### Track usage over the die, run 1

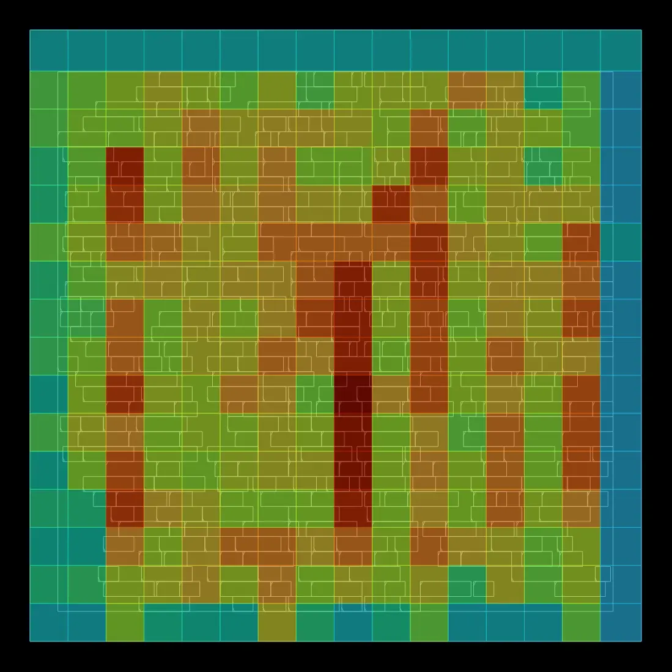
### Cell classes on the final placement, run 1

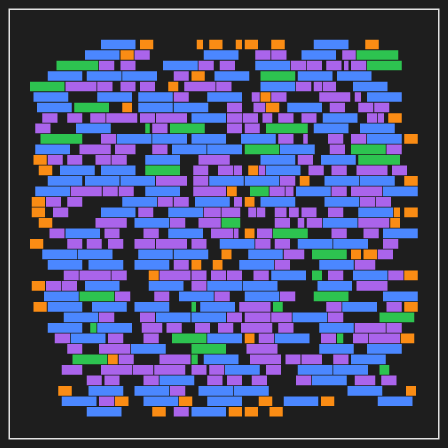
### Cell sizes after repair, run 1

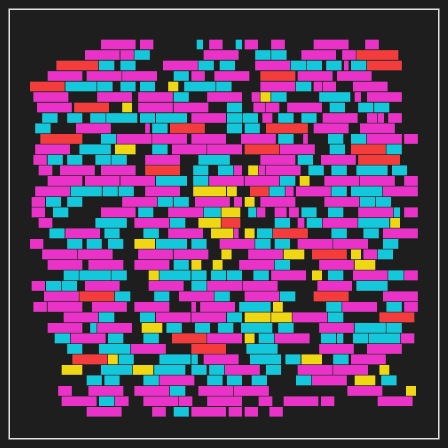
--- config.mk ---
export PLATFORM = sky130hd
export DESIGN_NAME = ram8
export DESIGN_NICKNAME = d
export VERILOG_FILES = /design/src/rtl/ram8_pkg.sv /design/src/rtl/ram8_word_register.sv /design/src/rtl/ram8.sv
export SDC_FILE = /design/constraint.sdc
export NUM_CORES = 1
export LEC_CHECK = 0
export ABC_AREA = 0
export CAP_MARGIN = 25
export CORE_MARGIN = 5
export CORE_UTILIZATION = 58
export CTS_CLUSTER_DIAMETER = 50
export DETAILED_ROUTE_END_ITERATION = 8
export PLACE_DENSITY = 0.78
export SLEW_MARGIN = 10
export SYNTH_ARGS = -nofsm -noshare
export SYNTH_HDL_FRONTEND = slang
export SYNTH_SLANG_ARGS = --single-unit
--- constraint.sdc ---
create_clock -name clk -period 4.4 [get_ports clk]
set_input_delay 0.88 -clock clk [delete_from_list [all_inputs] [get_ports clk]]
set_output_delay 0.88 -clock clk [all_outputs]
set_load 0.02 [all_outputs]
--- src/rtl/ram8_pkg.sv ---
// ram8_pkg: constants shared by ram8 and the larger RAM stages built on it
package ram8_pkg;
  localparam int RAM8_DEPTH = 8;
  localparam int RAM8_ADDR_W = 3;
  localparam int WORD_WIDTH = 16;
endpackage

--- src/rtl/ram8_word_register.sv ---
// word_register: WIDTH one-bit load-enabled storage cells with async active-low clear
module word_register #(
  parameter int WIDTH = 16
) (
  input  logic             clk,
  input  logic             rst_n,
  input  logic [WIDTH-1:0] in,
  input  logic             load,
  output logic [WIDTH-1:0] out
);
  for (genvar b = 0; b < WIDTH; b++) begin : g_bit
    // one bit cell: clear on reset, capture on load, otherwise hold
    always_ff @(posedge clk or negedge rst_n)
      if (!rst_n) out[b] <= 1'b0;
      else if (load) out[b] <= in[b];
  end
endmodule

--- src/rtl/ram8.sv ---
// ram8: eight-word memory with combinational read and synchronous single-word write
module ram8
  import ram8_pkg::*;
#(
  parameter int WIDTH = WORD_WIDTH
) (
  input  logic                   clk,
  input  logic                   rst_n,
  input  logic [WIDTH-1:0]       in,
  input  logic                   load,
  input  logic [RAM8_ADDR_W-1:0] address,
  output logic [WIDTH-1:0]       out
);
  logic [WIDTH-1:0] words [RAM8_DEPTH];
  logic [RAM8_DEPTH-1:0] loads;
  // one-hot decode so at most one word captures per edge
  always_comb
    for (int i = 0; i < RAM8_DEPTH; i++) loads[i] = load && (address == RAM8_ADDR_W'(i));
  for (genvar i = 0; i < RAM8_DEPTH; i++) begin : g_word
    word_register #(.WIDTH(WIDTH)) u_word (
      .clk(clk),
      .rst_n(rst_n),
      .in(in),
      .load(loads[i]),
      .out(words[i])
    );
  end
  assign out = words[address];
endmodule

==> impl_metrics.tcl, run 1 <==
# implementation run metrics
set metrics [dict create \
    drt-vias-per-instance 5.89 \
    rsz0062_at_grt "false" \
    avgRoutedWirePerCell_microns 21.5 \
    final_hold_viol_count 0 \
    drt-initial-drc-count 179 \
    rows 36 \
    initCoreUtil 0.599 \
    antenna_found_initial 0 \
    postCtsHoldBufs 0 \
    biggestCellCategory "flip-flops and latches" \
    ctsResizeCount 0 \
    syn_inst 351 \
    worst_pin_slew_ns 0.934 \
    hp-class "input pin to asynchronous set/reset pin" \
    cp.arrival_ns 3.09 \
    switching_power_w 0.000889 \
    pg_seq_w 0.00157 \
    lay_top_count "mux2_2" \
    chipArea_sq_mm 0.0123 \
    largest_reg_flops 128 \
    max-cap-violations 0 \
    power_leader "registers" \
    synth_nets 373 \
    peakVddDrop_mv 0.360 \
    reg2reg_to "g_word[2].u_word.out[11]" \
    crit_path_cell_trace "buf_2, buf_4, mux4_2, mux2_2, clkdlybuf4s50_1" \
    fmax_ghz 0.252 \
    synth.avg_cell_area_sq_um 16.8 \
    yosysSeqAreaShare 0.542 \
    yosysChipArea_sq_mm 0.00591 \
    fin_tns_setup_ns 0 \
    crit_buf_inv 3 \
    top_register "g_word.u_word.out" \
    max_slew_margin 0.377 \
    p_clk_w 0.00149 \
    cp-start-kind "input pin" \
    portBuffers 37 \
    intPower_w 0.00286 \
    seqPwrFrac 0.418 \
    crit_path_start "address[1]" \
    post-cts-setup-buffers 0 \
    r2r_slack_ns 3.63 \
    nets 423 \
    gp_congestion 0.716 \
    die_w_microns 111 \
    finalMaxSlewViolations 0 \
    insertion_delay_ns 0.52 \
    period_used_share 0.902 \
    status "complete, no violations" \
    cts_tree "done" \
    ant_nets 0 \
    fin_crit_ns 3.97 \
    clock_area_frac 0.0890 \
    p_comb_frac 0.186 \
    diodes 0 \
    max_stage_delay_ns 0.54 \
    reg2reg_from "g_word[2].u_word.out[11]" \
    cp_top_family "buffers and inverters" \
    comb-cell-share 0.362 \
    pg_comb_w 0.000699 \
    htree_num_levels 4 \
    ys_types 25 \
    overflow 0 \
    ys.warnings.count 0 \
    largest_registers "g_word.u_word.out: 128 flops" \
    drc 0 \
    synth_flops 128 \
    path_depth 5 \
    synth_area_sq_mm 0.00591 \
    grt_max_degree 71 \
    final-nonclk-buf-share 0.0675 \
    cpMaxStageDelayCell "clkdlybuf4s50_1" \
    ys_cells 351 \
    grt_pass1_wl_microns 20200 \
    cts_buffer_depth 2 \
    regArea_sq_mm 0.00320 \
    cts_buffers 17 \
    num-fill-cells 646 \
    p_sw_frac 0.237 \
    routed_wl_microns 11700 \
    vias 3215 \
    end_kind "primary output" \
    nClkBuffers 20 \
    grt_pass1_vias 3694 \
    hold_slack_ns 0.456 \
    seq_cell_count 128 \
    setup_viol 0 \
    comb_cells 201 \
    boundaryPins 38 \
    num_tap_cells 133 \
    clock_sinks 128 \
    worstPathRequired_ns 3.52 \
    die.size.y_microns 111 \
    leakage_nw 2.97 \
    r2r_cells 1 \
    cts-root-buf "clkbuf_8" \
    logic_area_sq_mm 0.00254 \
    cp-endpoint "out[9]" \
    most-common-layout-cells "mux2_2 (137), dfrtp_1 (128), clkdlybuf4s50_1 (33), mux4_2 (27), buf_4 (17)" \
]
-- 'Track usage over the die' (at the start) --
met2 Use GR: 0.342
grt met3 use: 0.0650
Total Routing Usage GR: 0.212
grt met1 use: 0.276

-- 'Cell classes on the final placement' (at the start) --
legend:
  purple:
    class: all other logic
    cells: 201
  green:
    class: clock drivers and dummy loads
    cells: 31
  blue:
    class: flops
    cells: 128
  orange:
    class: other buffers and delay cells
    cells: 53
Design Area, Final: 0.00700 sq mm
Seq/total area: 0.457
CORE AREA: 0.00986 sq mm

-- 'Cell sizes after repair' (at the start) --
legend:
  cyan:
    size: drive 2
    cells: 172
    most_used: mux2_2
  magenta:
    size: drive 1 or less
    cells: 183
    most_used: dfrtp_1
  yellow:
    size: drive 3 to 4
    cells: 35
    most_used: buf_4
  red:
    size: drive 6 and up
    cells: 23
    most_used: clkbuf_16
Layout area overhead: 18.5%
count of plain and timing-repair buffers: 53
Final WS setup: 0.430 ns

run 1: metrics by stage:
step | area, sq um | cells | utilization | total power (W) | setup slack (ns)
floorplan | 5910 | 351 | - | 0.00205 | 1.21
finish | 7000 | 546 | 0.710 | 0.00375 | 0.430
global route | 7000 | 546 | 0.710 | 0.00393 | 0.279
global placement | 6380 | 515 | 0.647 | 0.00225 | 0.413
detailed placement | 6380 | 515 | 0.647 | 0.00229 | 0.398
CTS | 7000 | 546 | 0.710 | 0.00379 | 0.397
run 1: metal layers:
metal  vias up  share of wire  track usage
li1       1430              -            -
met1      1727           0.45        0.276
met2        44           0.50        0.342
met3        14          0.033       0.0650
met4         0          0.013       0.0714
met5         -              0            0
run 1: cell usage after synthesis (all sizes together):
cell type / number / area (sq um)
or2: 2 / 12.5
nor2b: 1 / 6.26
nand2: 2 / 7.51
a211oi: 3 / 22.5
clkbuf: 3 / 11.3
mux4: 27 / 608
o32ai: 2 / 17.5
dfrtp: 128 / 3200
nand4: 1 / 12.5
mux2i: 2 / 20.0
nor3: 6 / 52.6
nor3b: 1 / 18.8
o22ai: 2 / 12.5
nand4b: 1 / 23.8
mux2: 147 / 1690
buf: 19 / 159
nand2b: 2 / 20.0
nor2: 2 / 10.0
run 1: cells by family (layout without fill, tap and decap cells):
| kind of cell | Yosys count | in the layout | share of synthesized area |
|---|---|---|---|
| compound gates | 7 | 7 | 0.00889 |
| buf+inv | 22 | 84 | 0.0288 |
| flops | 128 | 128 | 0.542 |
| mux | 176 | 176 | 0.393 |
| simple gates | 18 | 18 | 0.0277 |
==> run 2, diff against run 1 <==
--- a/config.mk
+++ b/config.mk
@@ -8,10 +8,10 @@
 export ABC_AREA = 0
 export CAP_MARGIN = 25
 export CORE_MARGIN = 5
-export CORE_UTILIZATION = 58
+export CORE_UTILIZATION = 50
 export CTS_CLUSTER_DIAMETER = 50
 export DETAILED_ROUTE_END_ITERATION = 8
-export PLACE_DENSITY = 0.78
+export PLACE_DENSITY = 0.69
 export SLEW_MARGIN = 10
 export SYNTH_ARGS = -nofsm -noshare
 export SYNTH_HDL_FRONTEND = slang
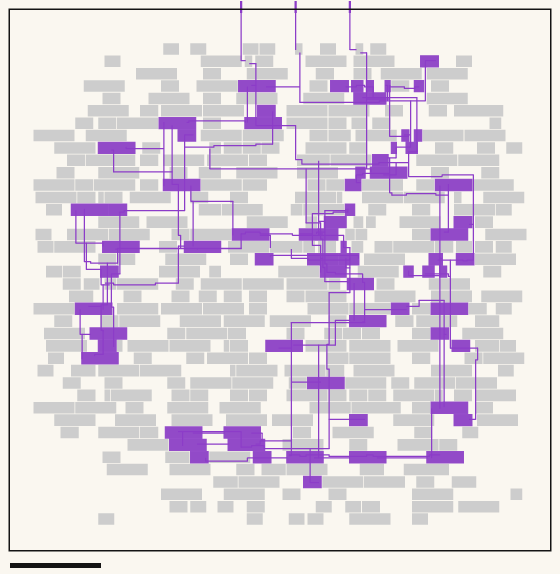
*Nets reached from selected ports, run 2*
Bar = 20 microns.
legend:
  purple:
    port: `address`
    direction: input
    end_cells: 70
    buffers: 8
    wire: 1430 microns
port bufs: 37
IO Pins: 38

==> impl_metrics.tcl, run 2 <==
# implementation run metrics
set metrics [dict create \
    status "complete, no violations" \
    seqPwrFrac 0.424 \
    crit_path_cell_trace "buf_2, buf_4, mux4_2, mux2_2, clkdlybuf4s50_1" \
    max-cap-violations 0 \
    syn_inst 351 \
    fmax_ghz 0.261 \
    avgRoutedWirePerCell_microns 21.3 \
    die.size.y_microns 119 \
    area_growth_pct 18.7 \
    area_leaders "dfrtp_1 (54%), mux2_2 (26%), mux4_2 (10%), mux2_4 (2.5%), buf_6 (0.95%)" \
    cp_top_family "buffers and inverters" \
    cpMaxStageDelayCell "clkdlybuf4s50_1" \
    ys.warnings.count 0 \
    grt_pass1_vias 3586 \
    grt_util_met1 0.243 \
    fin_util 0.609 \
    seq_share 0.456 \
    synth_area_sq_mm 0.00591 \
    die_w_microns 119 \
    setup_viol 0 \
    final-nonclk-buf-share 0.0706 \
    grt.busiest_layer "met2" \
    finalPower_w 0.00370 \
    edf_count 0 \
    finalMaxSlewViolations 0 \
    period_used_share 0.872 \
    switching_power_w 0.000865 \
    synthArstFlopShare 1.00 \
    ys_cells 351 \
    final_hold_viol_count 0 \
    cts_buffer_depth 2 \
    rows 39 \
    max_slew_margin 0.309 \
    drc 0 \
    initCoreUtil 0.513 \
    grt_usage 0.181 \
    ant_nets 0 \
    max_stage_delay_ns 0.54 \
    wl_met3_microns 376 \
    antenna_found_initial 0 \
    logic_area_sq_mm 0.00254 \
    comb-cell-share 0.362 \
    vias 3200 \
    end_kind "primary output" \
    p_comb_frac 0.190 \
    ctsResizeCount 0 \
    p_sw_frac 0.234 \
    cts_buffers 17 \
    clock_sinks 128 \
    worstPathRequired_ns 3.52 \
    highest_layer "met4" \
    ys_top_cells_by_count "mux2_2 (137), dfrtp_1 (128), mux4_2 (27)" \
    post-cts-setup-buffers 0 \
    num-fill-cells 873 \
    hold_slack_ns 0.427 \
    cts-root-buf "clkbuf_16" \
    top_cell "mux2_2" \
    dp.cells 521 \
    hp-class "input pin to asynchronous set/reset pin" \
    insertion_delay_ns 0.41 \
    gp_congestion 0.701 \
    grt_max_degree 85 \
    synth_nets 373 \
    cp-start-kind "input pin" \
    synth.avg_cell_area_sq_um 16.8 \
    grtUsageMet2 0.281 \
    use_met3 0.0549 \
    htree_num_levels 4 \
    ys_types 25 \
    nets 420 \
    fin_tns_setup_ns 0 \
    path_depth 5 \
    r2r_cells 1 \
    wl_met2_microns 5810 \
    largest_registers "g_word.u_word.out: 128 flops" \
    diodes 0 \
    worst_pin_slew_ns 1.03 \
    lay_top_count "mux2_2" \
    nClkBuffers 27 \
    fin_crit_ns 3.84 \
    nNonClkBuffers 50 \
]
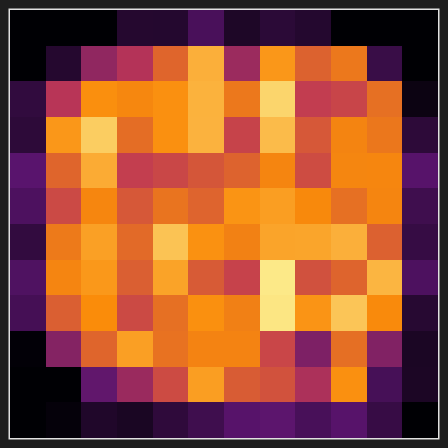
*Local utilization, run 2*
The die is cut into 12 by 12 equal tiles; black is low, pale yellow is high, 0 to 100% covered.
densest ninth of the die: center
mean over tiles: 49%
emptiest ninth of the die: lower left
tiles over 75% full: 22%

-- run 2: cell types whose count changed in the layout (fill, tap and decap cells not counted) --
cell	delta
buf_16	+1
clkbuf_8	+2
clkinv_2	-1
clkbuf_1	+4
clkbuf_16	+1
buf_12	+2
bufinv_16	-2
clkinvlp_4	-3
buf_4	-6
-- run 2: final timing paths --
check	to	from	slack (ns)
setup reg to reg	g_word[5].u_word.out[7]	g_word[5].u_word.out[7]	3.62
setup / recovery	out[6]	address[1]	0.56
hold / removal	g_word[5].u_word.out[11]	rst_n	0.43
min in group clk	g_word[4].u_word.out[2]	g_word[4].u_word.out[2]	0.50
max in group asynchronous	g_word[1].u_word.out[1]	rst_n	2.97
hold reg to reg	g_word[4].u_word.out[2]	g_word[4].u_word.out[2]	0.50
-- run 2: cells by family (layout without fill, tap and decap cells) --
| logic type | count (synthesis) | count (layout) | synth area share |
|---|---|---|---|
| flops | 128 | 128 | 0.542 |
| mux | 176 | 176 | 0.393 |
| simple gates | 18 | 18 | 0.0277 |
| compound gates | 7 | 7 | 0.00889 |
| buf+inv | 22 | 82 | 0.0288 |
-- run 2: power groups by stage --
stage                     registers, W  logic (W)  clock network [W]
after detailed placement       0.00158   0.000710                  0
after global routing           0.00160   0.000761            0.00152
final                          0.00157   0.000702            0.00143
after floorplan                0.00154   0.000511                  0
after global placement         0.00157   0.000689                  0
after CTS                      0.00157   0.000711            0.00146
-- run 2: through the flow --
stage | instance area (sq um) | setup WS, ns
after floorplan | 5910 | 1.21
after global placement | 6390 | 0.558
after detailed placement | 6390 | 0.533
after CTS | 6990 | 0.528
after global routing | 7020 | 0.452
final | 7020 | 0.563
Power and IR drop assume default switching activity.
